<file path="src/rtl/ram_dual_rw_ctrl.sv">
// ram_dual_rw_ctrl
//   Traffic generator/checker for a dual-port block RAM. Each pass writes the
//   whole exercised range through port A with the pattern (addr + pass_cnt),
//   then reads it back through port B and compares every returned word against
//   the same pattern. The sequence repeats forever.
// Ports
//   sys_clk            single clock for both RAM ports and this block
//   sys_rst            asynchronous reset, active low
//   ena/wea/addra/dina port A write side
//   enb/addrb          port B read request
//   doutb              port B read data, valid RD_LAT cycles after enb/addrb
//   pass_done          1-cycle pulse at the end of each pass
//   pass_cnt           completed passes (wraps)
//   err/err_cnt        sticky mismatch flag / saturating mismatch count
//   err_addr           address of the first mismatch
module ram_dual_rw_ctrl #(
  parameter int ADDR_W   = 8,
  parameter int DATA_W   = 8,
  parameter int DEPTH    = 256,
  parameter int RD_LAT   = 1,
  parameter int ERRCNT_W = 8
) (
  input  logic                sys_clk,
  input  logic                sys_rst,
  output logic                ena,
  output logic                wea,
  output logic [ADDR_W-1:0]   addra,
  output logic [DATA_W-1:0]   dina,
  output logic                enb,
  output logic [ADDR_W-1:0]   addrb,
  input  logic [DATA_W-1:0]   doutb,
  output logic                pass_done,
  output logic [15:0]         pass_cnt,
  output logic                err,
  output logic [ERRCNT_W-1:0] err_cnt,
  output logic [ADDR_W-1:0]   err_addr
);

  typedef enum logic [1:0] {S_IDLE, S_WRITE, S_READ, S_DRAIN} state_t;

  localparam logic [ADDR_W-1:0] LAST_ADDR = ADDR_W'(DEPTH - 1);

  function automatic logic [DATA_W-1:0] pattern(input logic [ADDR_W-1:0] a,
                                                input logic [15:0]       pc);
    return DATA_W'(a) + DATA_W'(pc);
  endfunction

  state_t                          state_q, state_d;
  logic                            ena_q, ena_d, wea_q, wea_d;
  logic [ADDR_W-1:0]               addra_q, addra_d;
  logic [DATA_W-1:0]               dina_q, dina_d;
  logic                            enb_q, enb_d;
  logic [ADDR_W-1:0]               addrb_q, addrb_d;
  logic                            pass_done_q, pass_done_d;
  logic [15:0]                     pass_cnt_q, pass_cnt_d;
  logic                            err_q, err_d;
  logic [ERRCNT_W-1:0]             err_cnt_q, err_cnt_d;
  logic [ADDR_W-1:0]               err_addr_q, err_addr_d;

  // Compare pipeline: stage 0 captures the request presented on port B this
  // cycle, so the head (RD_LAT-1) lines up with doutb for that request.
  logic [RD_LAT-1:0]               vld_pipe_q, vld_pipe_d;
  logic [RD_LAT-1:0][DATA_W-1:0]   exp_pipe_q, exp_pipe_d;
  logic [RD_LAT-1:0][ADDR_W-1:0]   adr_pipe_q, adr_pipe_d;
  logic [RD_LAT-1:0]               vld_tail;
  logic                            drain_done;

  always_comb begin
    state_d     = state_q;
    ena_d       = ena_q;
    wea_d       = wea_q;
    addra_d     = addra_q;
    dina_d      = dina_q;
    enb_d       = enb_q;
    addrb_d     = addrb_q;
    pass_done_d = 1'b0;
    pass_cnt_d  = pass_cnt_q;
    err_d       = err_q;
    err_cnt_d   = err_cnt_q;
    err_addr_d  = err_addr_q;

    vld_pipe_d    = vld_pipe_q;
    exp_pipe_d    = exp_pipe_q;
    adr_pipe_d    = adr_pipe_q;
    vld_pipe_d[0] = enb_q;
    exp_pipe_d[0] = pattern(addrb_q, pass_cnt_q);
    adr_pipe_d[0] = addrb_q;
    for (int i = 1; i < RD_LAT; i++) begin
      vld_pipe_d[i] = vld_pipe_q[i-1];
      exp_pipe_d[i] = exp_pipe_q[i-1];
      adr_pipe_d[i] = adr_pipe_q[i-1];
    end

    if (vld_pipe_q[RD_LAT-1] && (doutb != exp_pipe_q[RD_LAT-1])) begin
      err_d = 1'b1;
      if (err_cnt_q != '1) err_cnt_d = err_cnt_q + ERRCNT_W'(1);
      if (!err_q) err_addr_d = adr_pipe_q[RD_LAT-1];
    end

    // The pass may end once only the head stage holds a request: that
    // compare happens this cycle and nothing else is in flight.
    vld_tail           = vld_pipe_q;
    vld_tail[RD_LAT-1] = 1'b0;
    drain_done         = ~|vld_tail;

    case (state_q)
      S_IDLE: begin
        state_d = S_WRITE;
        ena_d   = 1'b1;
        wea_d   = 1'b1;
        addra_d = '0;
        dina_d  = pattern('0, pass_cnt_q);
      end
      S_WRITE: begin
        if (addra_q == LAST_ADDR) begin
          // Read starts the very next cycle: no idle gap between the phases.
          state_d = S_READ;
          ena_d   = 1'b0;
          wea_d   = 1'b0;
          addra_d = '0;
          dina_d  = '0;
          enb_d   = 1'b1;
          addrb_d = '0;
        end else begin
          addra_d = addra_q + ADDR_W'(1);
          dina_d  = pattern(addra_q + ADDR_W'(1), pass_cnt_q);
        end
      end
      S_READ: begin
        if (addrb_q == LAST_ADDR) begin
          state_d = S_DRAIN;
          enb_d   = 1'b0;
          addrb_d = '0;
        end else begin
          addrb_d = addrb_q + ADDR_W'(1);
        end
      end
      S_DRAIN: begin
        if (drain_done) begin
          state_d     = S_WRITE;
          pass_done_d = 1'b1;
          pass_cnt_d  = pass_cnt_q + 16'd1;
          ena_d       = 1'b1;
          wea_d       = 1'b1;
          addra_d     = '0;
          dina_d      = pattern('0, pass_cnt_q + 16'd1);
        end
      end
      default: state_d = S_IDLE;
    endcase
  end

  always_ff @(posedge sys_clk or negedge sys_rst) begin
    if (!sys_rst) begin
      state_q     <= S_IDLE;
      ena_q       <= 1'b0;
      wea_q       <= 1'b0;
      addra_q     <= '0;
      dina_q      <= '0;
      enb_q       <= 1'b0;
      addrb_q     <= '0;
      pass_done_q <= 1'b0;
      pass_cnt_q  <= '0;
      err_q       <= 1'b0;
      err_cnt_q   <= '0;
      err_addr_q  <= '0;
      vld_pipe_q  <= '0;
      exp_pipe_q  <= '0;
      adr_pipe_q  <= '0;
    end else begin
      state_q     <= state_d;
      ena_q       <= ena_d;
      wea_q       <= wea_d;
      addra_q     <= addra_d;
      dina_q      <= dina_d;
      enb_q       <= enb_d;
      addrb_q     <= addrb_d;
      pass_done_q <= pass_done_d;
      pass_cnt_q  <= pass_cnt_d;
      err_q       <= err_d;
      err_cnt_q   <= err_cnt_d;
      err_addr_q  <= err_addr_d;
      vld_pipe_q  <= vld_pipe_d;
      exp_pipe_q  <= exp_pipe_d;
      adr_pipe_q  <= adr_pipe_d;
    end
  end

  assign ena       = ena_q;
  assign wea       = wea_q;
  assign addra     = addra_q;
  assign dina      = dina_q;
  assign enb       = enb_q;
  assign addrb     = addrb_q;
  assign pass_done = pass_done_q;
  assign pass_cnt  = pass_cnt_q;
  assign err       = err_q;
  assign err_cnt   = err_cnt_q;
  assign err_addr  = err_addr_q;

endmodule
</file>
<file path="config.mk">
export PLATFORM = sky130hd
export DESIGN_NAME = ram_dual_rw_ctrl
export DESIGN_NICKNAME = d
export VERILOG_FILES = /design/src/rtl/ram_dual_rw_ctrl.sv
export SDC_FILE = /design/constraint.sdc
export NUM_CORES = 1
export LEC_CHECK = 0
export CAP_MARGIN = 0
export CORE_UTILIZATION = 55
export DETAILED_ROUTE_END_ITERATION = 10
export PLACE_DENSITY = 0.9
export SYNTH_ARGS = -nofsm -noshare
export SYNTH_HDL_FRONTEND = slang
export SYNTH_SLANG_ARGS = --single-unit
</file>
<file path="constraint.sdc">
create_clock -name sys_clk -period 6.6 [get_ports sys_clk]
set_input_delay 0.99 -clock sys_clk [delete_from_list [all_inputs] [get_ports sys_clk]]
set_output_delay 0.99 -clock sys_clk [all_outputs]
set_load 0.05 [all_outputs]
</file>
Figure 1. Placement view (run 1).
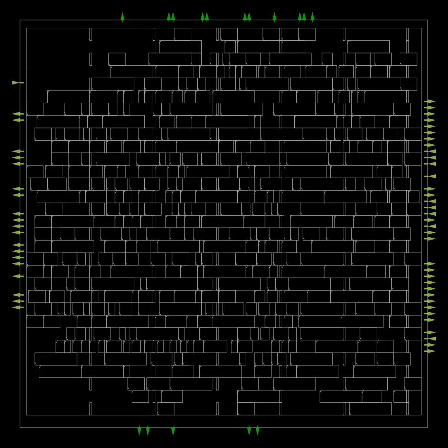
core footprint: 7253 sq um
fraction of area in registers: 38.74%
Tapcells: 99
final cell count without fillers: 561
num rows: 31

Figure 2. Wire density map (run 1).
The die is cut into 18 by 18 equal tiles; black is low, pale yellow is high, scaled to the fullest tile. Values are wire area over tile area, all layers added.
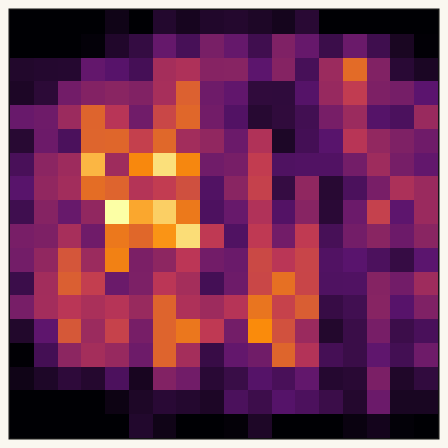
mean over tiles: 0.18
fullest tile: 0.61
nearly empty tiles: 10%
tiles over half the peak: 17%

Figure 3. I/O nets highlighted (run 1).
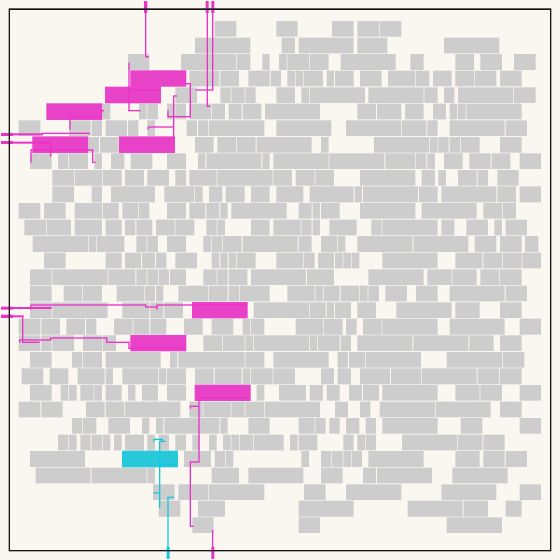
[cyan] ena | bits: 1 | direction: output | end cells: 1 | wire: 26.8 microns
[magenta] dina | bits: 8 | direction: output | end cells: 8 | wire: 239 microns

==> run 1: area by class of cell <==
class                      count  area share (%)
clock buffer                   9           2.428
clock inverter                 6           1.226
inverter                      12          0.8828
multi-input combinational    286           40.61
sequential                    79           38.74
tap                           99           2.428
timing repair buffer          70           13.68
==> run 1: power breakdown <==
| part | switching [mW] | internal [mW] | total, mW |
|---|---|---|---|
| sequential | 0 | 0.484 | 0.484 |
| combinational | 0.0108 | 0.00617 | 0.0170 |
| clock | 0.176 | 0.172 | 0.348 |
==> run 1: flip-flops by register name, summed over array words and instances, names as in the netlist <==
name and count:
pass_cnt 16, addra 8, addrb 8, adr_pipe_q 8, dina 8, err_addr 8
err_cnt 8, exp_pipe_q 8, state_q 2, enb 1, err 1, pass_done 1
vld_pipe_q 1, wea 1
==> run 1: stage by stage <==
stage / std cells / power [mW] / hold WS [ps] / cell area, sq um
floorplan: 389 / 0.4958 / 454.2 / 4143
global placement: 546 / 0.5103 / 456.9 / 4916
detailed placement: 546 / 0.5108 / 458.9 / 4916
CTS: 561 / 0.8551 / 477.6 / 5102
global route: 561 / 0.8764 / 490.1 / 5102
finish: 561 / 0.8484 / 475.2 / 5102
==> run 1: layout by cell type (no fill, tap or decap), types with 3 or more instances in the layout <==
cell type / synthesis / routed
a22o_1: 6 / 6
nand2b_1: 6 / 6
o21ai_0: 19 / 19
dfrtp_1: 79 / 79
nand3_1: 19 / 19
xnor2_1: 31 / 31
nor3_1: 5 / 5
clkbuf_8: 0 / 9
inv_1: 12 / 12
or4_1: 3 / 3
mux2_2: 11 / 11
nor2b_1: 8 / 8
clkinv_2: 0 / 3
and3_1: 4 / 4
a222oi_1: 4 / 4
nor4_1: 3 / 3
o31ai_1: 4 / 4
mux2i_1: 4 / 4
nor2_1: 30 / 30
xor2_1: 18 / 18
o211ai_1: 3 / 3
clkdlybuf4s50_1: 0 / 69
nand4_1: 9 / 9
a21oi_1: 11 / 11
ha_1: 23 / 23
a221oi_1: 3 / 3
and2_1: 3 / 3
o21bai_1: 3 / 3
nand2_1: 26 / 26
==> run 1: worst min path at each step <==
| stage | slack [ps] | cells after the start | to | from |
|---|---|---|---|---|
| 2_1_floorplan | 450 | 1 | err_addr[0] | adr_pipe_q[0] |
| 3_3_place_gp | 460 | 1 | pass_cnt[15] | pass_cnt[15] |
| 3_5_place_dp | 460 | 0 | vld_pipe_q | enb |
| 4_1_cts | 480 | 0 | vld_pipe_q | enb |
| 5_1_grt | 490 | 0 | vld_pipe_q | enb |
| 6_report | 480 | 0 | vld_pipe_q | enb |
==> run 1: logic make-up after synthesis <==
group	Yosys count
compound gates	72
xor+xnor	49
fa+ha+maj	25
buf+inv	24
flops	79
mux	16
simple gates	124
==> run 1: layer usage <==
layer / share of wire [%] / track usage [%] / vias up
met4: 2.2 / 12.32 / 0
met5: 0 / 0 / -
li1: - / - / 1533
met1: 43 / 31.80 / 1563
met3: 6.1 / 3.638 / 15
met2: 49 / 40.91 / 127
==> metrics.yaml, run 1 <==
die_h_microns: 88.79
gr-total-overflow: 0
cp.required_ps: 5610
cts_tree: "done"
wl_per_cell_microns: 15.85
endpoint: "pass_cnt[3]"
warning_count: 30
path_clk_slew_ps: 80
critical_path.top_delay_family: "buffers and inverters"
rr_worst_depth: 7
ir_drop_mv: 0.1132
r2r_start: "addra[0]"
synth_nets: 424
yosysUniqueCellTypes: 53
max_freq_mhz: 350.9
yosysMostFrequentCell: "dfrtp_1"
adder_share_pct: 7.913
path_max_fanout: 10
critical_path_buf_inv_count: 1
dp_hpwl_microns: 6342
drt_iter0_markers: 214
path_class: "reg -> out"
seq_area_sq_um: 1977
finalHoldViolCount: 0
fin_crit_sh_pct: 43.18
h-tree-depth: 3
nets: 493
fin_setup_tns_ps: 0
reg2reg_slack_ps: 4210
yosys_area_sq_um: 4143
antenna_found_initial: 0
mux_area_share_pct: 4.289
n_fill_cell: 540
synth_area_sq_um: 4143
reg2reg_to: "dina[4]"
setup_slack_ps: 3750
cts_setup_buffers: 0
num_io_pins: 71
cts_resized: 0
yosys_cells: 389
power.density_nw_per_um2: 166.3
clk_path_buf_depth: 2
syn_avg_cell_area_sq_um: 10.65
clock_skew_ps: 10.00
critPathLaunchType: "flip-flop"
ys_sh_aoi_pct: 12.02
clockRootBuffer: "clkbuf_8"
clock_latency_ps: 360
p_leak_nw: 2.309
topCellsByArea: "dfrtp_1 (48%), ha_1 (6.9%), xnor2_1 (6.6%), xor2_1 (3.8%), mux2_2 (3.0%)"
xor_share_pct: 10.36
ff_type: "dfrtp_1"
hold_class: "reg -> reg"
cts_buffers: 9
synth_warnings: 0
slew_viol_final: 0
syn_inst: 389
synth-seq-cells: 79
async_flop_share_pct: 100.0
cts_hold_buf: 0
synthTopLogicFamily: "simple AND/OR/NAND/NOR gates"
cp-end-kind: "output pin"
slowest_stage: "clkdlybuf4s50_1"
yosysTopAreaCell: "dfrtp_1"
wirelength_microns: 8890
finalSetupViolations: 0
fp_util_pct: 57.12
syn2layout_area_growth_pct: 23.17
ys_seq_share_pct: 47.72
dp_slack_ps: 3759
viasPerCell: 5.772
drive_gt1_share_pct: 6.926
finalCriticalPeriod_ps: 2850
grt_pass1_vias: 3100
rsz0062_at_grt: "no"
place.gp.congestion: 0.8708
dr_total_vias: 3238
cts.sinks: 79
grt_pass1_wl_microns: 14550
slowest_delay_ps: 890
drc: 0
io_buffers: 70
max_cap_violations: 0
worstPathArrival_ps: 1860
diodes: 0
grt_usage_pct: 24.69
comb_area_sq_um: 2072
die-area_sq_um: 7884
top_area_share_pct: 47.72
final_antenna_net_count: 0
dr.pass1.iters: 4
maxSlewHeadroom_pct: 35.51
crit_chain: "clkdlybuf4s50_1"
worstMarginPinSlew_ps: 967.3
common_cells: "dfrtp_1 (79), xnor2_1 (31), nor2_1 (30), nand2_1 (26), ha_1 (23)"
fin_util_pct: 70.35
outcome: "complete, no violations"
crit_start: "pass_cnt[3]"
cp.depth: 1
ys_sh_simple_pct: 15.43
edf_count: 0
die_w_microns: 88.79
grt_start_max_net_pins: 80
Figure 4. Metal 3 (run 1).
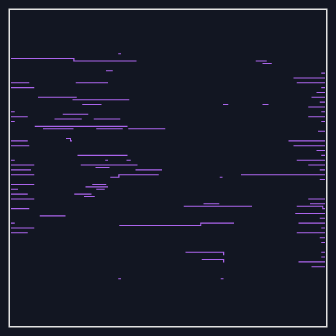

## Run 2: what changed since run 1
--- a/config.mk
+++ b/config.mk
@@ -6,9 +6,9 @@
 export NUM_CORES = 1
 export LEC_CHECK = 0
 export CAP_MARGIN = 0
-export CORE_UTILIZATION = 55
+export CORE_UTILIZATION = 53
 export DETAILED_ROUTE_END_ITERATION = 10
-export PLACE_DENSITY = 0.9
+export PLACE_DENSITY = 0.88
 export SYNTH_ARGS = -nofsm -noshare
 export SYNTH_HDL_FRONTEND = slang
 export SYNTH_SLANG_ARGS = --single-unit
==> constraint.sdc (replaced) <==
create_clock -name sys_clk -period 2.65 [get_ports sys_clk]
set_input_delay 0.3975 -clock sys_clk [delete_from_list [all_inputs] [get_ports sys_clk]]
set_output_delay 0.3975 -clock sys_clk [all_outputs]
set_load 0.05 [all_outputs]
Figure 5. Metal 3 (run 2).
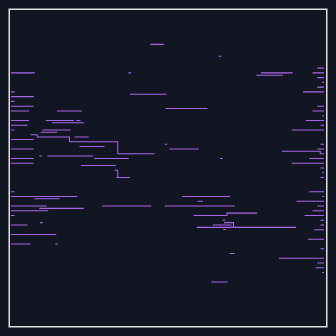
share of all routed wire: 6.0%
main direction: horizontal

Figure 6. I/O nets highlighted (run 2).
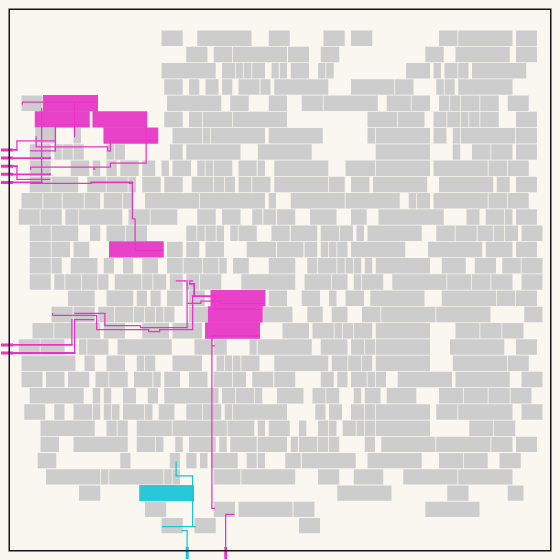
[cyan] ena | bits: 1 | direction: output | end cells: 1 | wire: 23.0 microns
[magenta] dina | bits: 8 | direction: output | end cells: 8 | wire: 338 microns

==> run 2 against run 1 <==
Net effect:
- die size up 3.7%
- critical path type is now reg -> reg
- critical path depth grew 7
- combinational power up 150%
==> metrics.yaml, run 2 <==
wl_per_cell_microns: 15.90
ir_drop_mv: 0.3006
switchingPower_mw: 0.4524
finalSetupViolations: 0
io_buffers: 70
pwr-share-clk_pct: 44.2
grt_pass1_wl_microns: 15350
stdcell_count: 567
outcome: "complete, no violations"
hold_class: "in -> async"
yosys_area_sq_um: 4143
place.gp.congestion: 0.9037
cts_resized: 0
largest_register_ffs: 16
comb_area_sq_um: 2072
path_class: "reg -> reg"
slew_viol_final: 0
clock_skew_ps: 11.70
common_cells: "dfrtp_1 (79), xnor2_1 (31), nor2_1 (30), nand2_1 (26), ha_1 (23)"
nets: 498
max_cap_violations: 0
finalCriticalPeriod_ps: 2371
syn_avg_cell_area_sq_um: 10.65
synth-seq-cells: 79
fp_util_pct: 55.92
combPwrFrac_pct: 1.9
die_w_microns: 90.41
cp-end-kind: "flip-flop"
viasPerCell: 5.700
power.density_nw_per_um2: 431.7
die-area_sq_um: 8174
critPathLaunchType: "flip-flop"
synth_warnings: 0
gr-total-overflow: 0
ys_seq_share_pct: 47.72
worstPathArrival_ps: 2580
clk_path_buf_depth: 2
cts_setup_buffers: 0
ff_type: "dfrtp_1"
fin_util_pct: 69.87
yosysTopAreaCell: "dfrtp_1"
cts_buffers: 9
antenna_found_initial: 0
synth_nets: 424
finalHoldViolCount: 0
synth_area_sq_um: 4143
final_antenna_net_count: 0
clockRootBuffer: "clkbuf_8"
finalInstanceArea_sq_um: 5176
fin_crit_sh_pct: 89.46
cts.sinks: 79
drc: 0
grt_start_max_net_pins: 80
path_clk_slew_ps: 80
dp.cells: 551
drive_gt1_share_pct: 7.692
slowest_stage: "dfrtp_1"
topCellsByArea: "dfrtp_1 (48%), ha_1 (6.9%), xnor2_1 (6.6%), xor2_1 (3.8%), mux2_2 (3.0%)"
yosys_cells: 389
top_area_share_pct: 47.72
dpl_cell_area_sq_um: 4954
edf_count: 0
syn_inst: 389
Figure 7. Register map, names as in the netlist (run 2).
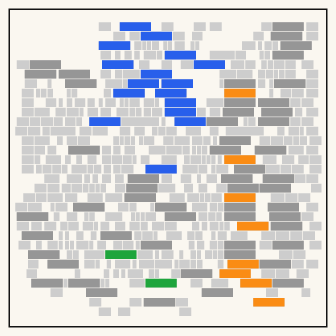
[blue] pass_cnt | sequential cells: 16 | where: top middle
[orange] adr_pipe_q | sequential cells: 8
[green] state_q | sequential cells: 2
not coloured: 53

[run 2: cell count changes in the layout (fill, tap and decap cells not counted), sizes merged]
cell / change
clkbuf: +3
buf: +5
inv: +1
bufinv: +1
clkinv: -4
[run 2: path summary, 6_finish.rpt]
check / startpoint / endpoint / slack, ps / cells past startpoint
setup / recovery: addra[0] / dina[4] / 280 / 8
hold / removal: sys_rst / err_addr[4] / 200 / 1
setup reg to reg: addra[0] / dina[4] / 280 / 8
hold reg to reg: adr_pipe_q[0] / err_addr[0] / 480 / 1
max in group asynchronous: sys_rst / dina[1] / 1840 / 1
min in group sys_clk: adr_pipe_q[0] / err_addr[0] / 480 / 1
[run 2: layer usage]
| layer | routed length, microns | up-vias | GRT usage, % | part of all wire (%) |
|---|---|---|---|---|
| met5 | 0 | - | 0 | 0 |
| met4 | 145 | 0 | 7.661 | 1.6 |
| met3 | 538 | 19 | 4.882 | 6.0 |
| met2 | 4262 | 121 | 37.53 | 47 |
| met1 | 4066 | 1547 | 32.00 | 45 |
| li1 | - | 1545 | - | - |
[run 2: area by class of cell]
class	count	share of cell area, %
clock buffer	12	2.804
clock inverter	4	1.499
inverter	12	0.8702
multi-input combinational	286	40.03
sequential	79	38.19
tap	99	2.393
timing repair buffer	75	14.21
[run 2: cells by family after synthesis]
family / Yosys count / share of synthesized area (%)
AND-OR/OR-AND: 72 / 12.02
flip-flops: 79 / 47.72
AND/OR/NAND/NOR: 124 / 15.43
multiplexers: 16 / 4.289
buffers and inverters: 24 / 2.265
adder cells (fa/ha/maj): 25 / 7.913
XOR/XNOR: 49 / 10.36
[run 2: critical path: cells and delay by family, from the launching register on]
family / cells / cell delay [ps]
adder cells (fa/ha/maj): 2 / 640
flip-flops: 1 / 450
XOR/XNOR: 2 / 390
AND-OR/OR-AND: 4 / 780
[run 2: power by group through the flow]
stage	Combinational, mW	Clock, mW	Sequential, mW
6_report	0.0419	0.988	1.20
5_1_grt	0.0493	1.07	1.20
4_1_cts	0.0439	1.01	1.20
3_5_place_dp	0.0438	0	1.23
3_3_place_gp	0.0428	0	1.23
2_1_floorplan	0.00604	0	1.23
[run 2: stage by stage]
| stage | hold slack (ps) | worst slack, ps |
|---|---|---|
| floorplan | 101.9 | 219.1 |
| global placement | 456.7 | 476.9 |
| detailed placement | 465.9 | 329.1 |
| CTS | 227.2 | 297.8 |
| global route | 280.2 | 110.9 |
| finish | 197.8 | 279.2 |
## Run 3: what changed since run 2
--- a/config.mk
+++ b/config.mk
@@ -8,6 +8,7 @@
 export CAP_MARGIN = 0
 export CORE_UTILIZATION = 53
 export DETAILED_ROUTE_END_ITERATION = 10
+export GPL_ROUTABILITY_DRIVEN = 0
 export PLACE_DENSITY = 0.88
 export SYNTH_ARGS = -nofsm -noshare
 export SYNTH_HDL_FRONTEND = slang
Figure 8. I/O nets highlighted (run 3).
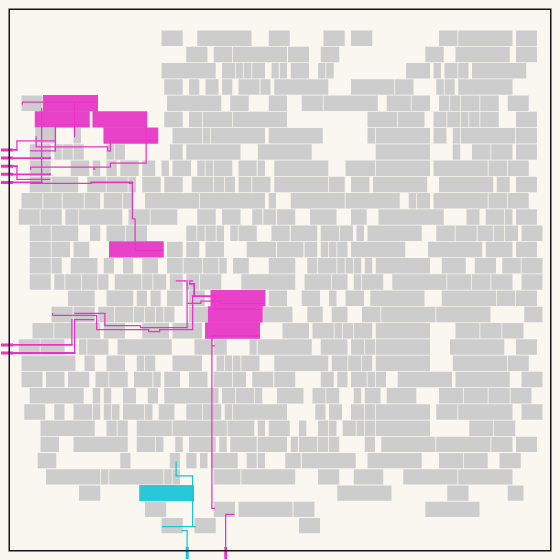
[magenta] dina | bits: 8 | direction: output | end cells: 8 | wire: 338 microns
[cyan] ena | bits: 1 | direction: output | end cells: 1 | wire: 23.0 microns

Figure 9. Wire density map (run 3).
The die is cut into 18 by 18 equal tiles; black is low, pale yellow is high, scaled to the fullest tile. Values are wire area over tile area, all layers added.
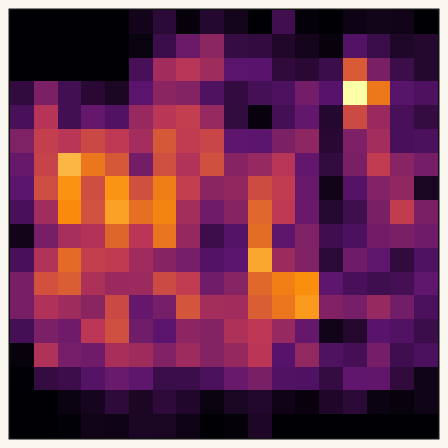
densest ninth of the die: left middle
fullest tile: 0.62
tiles over half the peak: 17%
nearly empty tiles: 11%
mean over tiles: 0.18

==> run 3 against run 2 <==
Net effect:
- register-to-register slack about the same
- clock power about the same
- flip-flop count unchanged
- final area unchanged
- largest cell class unchanged
- power unchanged
- fmax unchanged
- combinational power about the same
- critical path type unchanged
- clock skew unchanged
- sequential share of layout area unchanged
==> metrics.yaml, run 3 <==
outcome: "complete, no violations"
final_antenna_net_count: 0
clock_skew_ps: 11.70
max_cap_violations: 0
warning_count: 30
nets: 498
async_flop_share_pct: 100.0
slowest_delay_ps: 450
fin_setup_tns_ps: 0
io_buffers: 70
ff_type: "dfrtp_1"
synth_warnings: 0
cp.required_ps: 2860
synth_area_sq_um: 4143
fp_util_pct: 55.92
syn_inst: 389
ir_drop_mv: 0.3006
critPathLaunchType: "flip-flop"
syn2layout_area_growth_pct: 24.95
path_max_fanout: 6
drt_iter0_markers: 199
grt_usage_pct: 23.46
die_h_microns: 90.41
clk_path_buf_depth: 2
gr-total-overflow: 0
path_class: "reg -> reg"
finalCriticalPeriod_ps: 2371
critical_path_buf_inv_count: 0
largest_register_ffs: 16
edf_count: 0
topCellsByArea: "dfrtp_1 (48%), ha_1 (6.9%), xnor2_1 (6.6%), xor2_1 (3.8%), mux2_2 (3.0%)"
die-area_sq_um: 8174
yosysTopAreaCell: "dfrtp_1"
cts_hold_buf: 0
rsz0062_at_grt: "no"
power.density_nw_per_um2: 431.7
ys_seq_share_pct: 47.72
wirelength_microns: 9013
p_leak_nw: 2.347
h-tree-depth: 3
setup_slack_ps: 279.2
rows: 31
stdcell_count: 567
hold_class: "in -> async"
dr_total_vias: 3232
viasPerCell: 5.700
synth_nets: 424
wl_per_cell_microns: 15.90
yosysMostFrequentCell: "dfrtp_1"
diodes: 0
syn_avg_cell_area_sq_um: 10.65
dr.pass1.iters: 5
max_freq_mhz: 421.8
dp_hpwl_microns: 6303
finalHoldViolCount: 0
worstPathArrival_ps: 2580
cts_setup_buffers: 0
cts_tree: "done"
lay_top_cells: "dfrtp_1 (79), clkdlybuf4s50_1 (69), xnor2_1 (31)"
grt_start_max_net_pins: 80
yosys_area_sq_um: 4143
common_cells: "dfrtp_1 (79), xnor2_1 (31), nor2_1 (30), nand2_1 (26), ha_1 (23)"
fin_crit_sh_pct: 89.46
worstMarginPinSlew_ps: 947.5
maxSlewHeadroom_pct: 36.83
yosys_cells: 389
slowest_stage: "dfrtp_1"
top_area_share_pct: 47.72
total_power_mw: 2.235
grt_pass1_wl_microns: 15350
clockRootBuffer: "clkbuf_8"
synth-seq-cells: 79
dp.cells: 551
cts_resized: 0
slew_viol_final: 0
num_io_pins: 71
die_w_microns: 90.41
drc: 0
antenna_found_initial: 0
cts.sinks: 79
cts_buffers: 9
critical_path.top_delay_family: "AND-OR/OR-AND gates"
layout_top_cell: "dfrtp_1"
grt_pass1_vias: 3102
drive_gt1_share_pct: 7.692
clock_latency_ps: 340
crit_chain: "ha_1, xor2_1, ha_1, a21o_1, a21oi_1, xnor2_1, a222oi_1, a21oi_1"
cp-end-kind: "flip-flop"
finalSetupViolations: 0
yosysUniqueCellTypes: 53
path_clk_slew_ps: 80
dp_slack_ps: 329.1
Figure 10. Placement view (run 3).
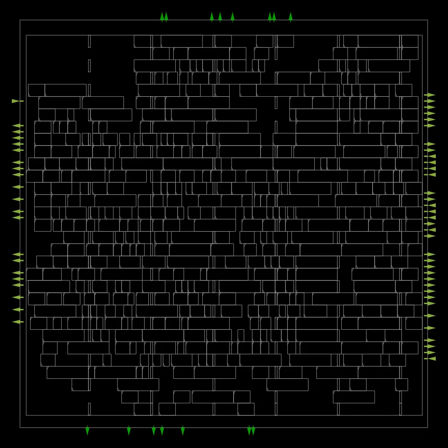
core footprint: 7408 sq um
flip-flop and latch count: 79
fraction of area in registers: 38.19%
post-layout util: 69.87%

==> run 3: worst paths after layout <==
path	slack (ps)	end	start	cells after the start
setup / recovery	280	dina[4]	addra[0]	8
hold / removal	200	err_addr[4]	sys_rst	1
setup reg to reg	280	dina[4]	addra[0]	8
hold reg to reg	480	err_addr[0]	adr_pipe_q[0]	1
max in group asynchronous	1840	dina[1]	sys_rst	1
min in group sys_clk	480	err_addr[0]	adr_pipe_q[0]	1
==> run 3: kinds of logic after synthesis <==
| logic type | synth area share, % |
|---|---|
| compound gates | 12.02 |
| simple gates | 15.43 |
| flops | 47.72 |
| buf+inv | 2.265 |
| mux | 4.289 |
| xor+xnor | 10.36 |
| fa+ha+maj | 7.913 |
==> run 3: where the power goes <==
group          internal, mW  switching, mW
combinational        0.0154         0.0266
sequential             1.20              0
clock                 0.562          0.426
==> run 3: layer usage <==
metal	up-vias	track usage [%]	share of wire, %
met2	121	37.53	47
met1	1547	32.00	45
met5	-	0	0
li1	1545	-	-
met3	19	4.882	6.0
met4	0	7.661	1.6
==> run 3: area by class of cell <==
class	count	area, sq um
fillers	550	2232
flip-flops and latches	79	1977
well taps	99	123.9
clock inverters	4	77.57
clock buffers	12	145.1
repair buffers	75	735.7
multi-input cells	286	2072
inverters	12	45.04
==> run 3: per-stage QoR <==
| stage | cell area [sq um] | utilization (%) | hold slack (ps) |
|---|---|---|---|
| detailed placement | 4954 | 66.86 | 465.9 |
| global placement | 4954 | 66.86 | 456.7 |
| global route | 5176 | 69.87 | 280.2 |
| finish | 5176 | 69.87 | 197.8 |
| floorplan | 4143 | - | 101.9 |
| CTS | 5176 | 69.87 | 227.2 |
Power figures rest on the tool's default switching activity, not on a simulated workload.
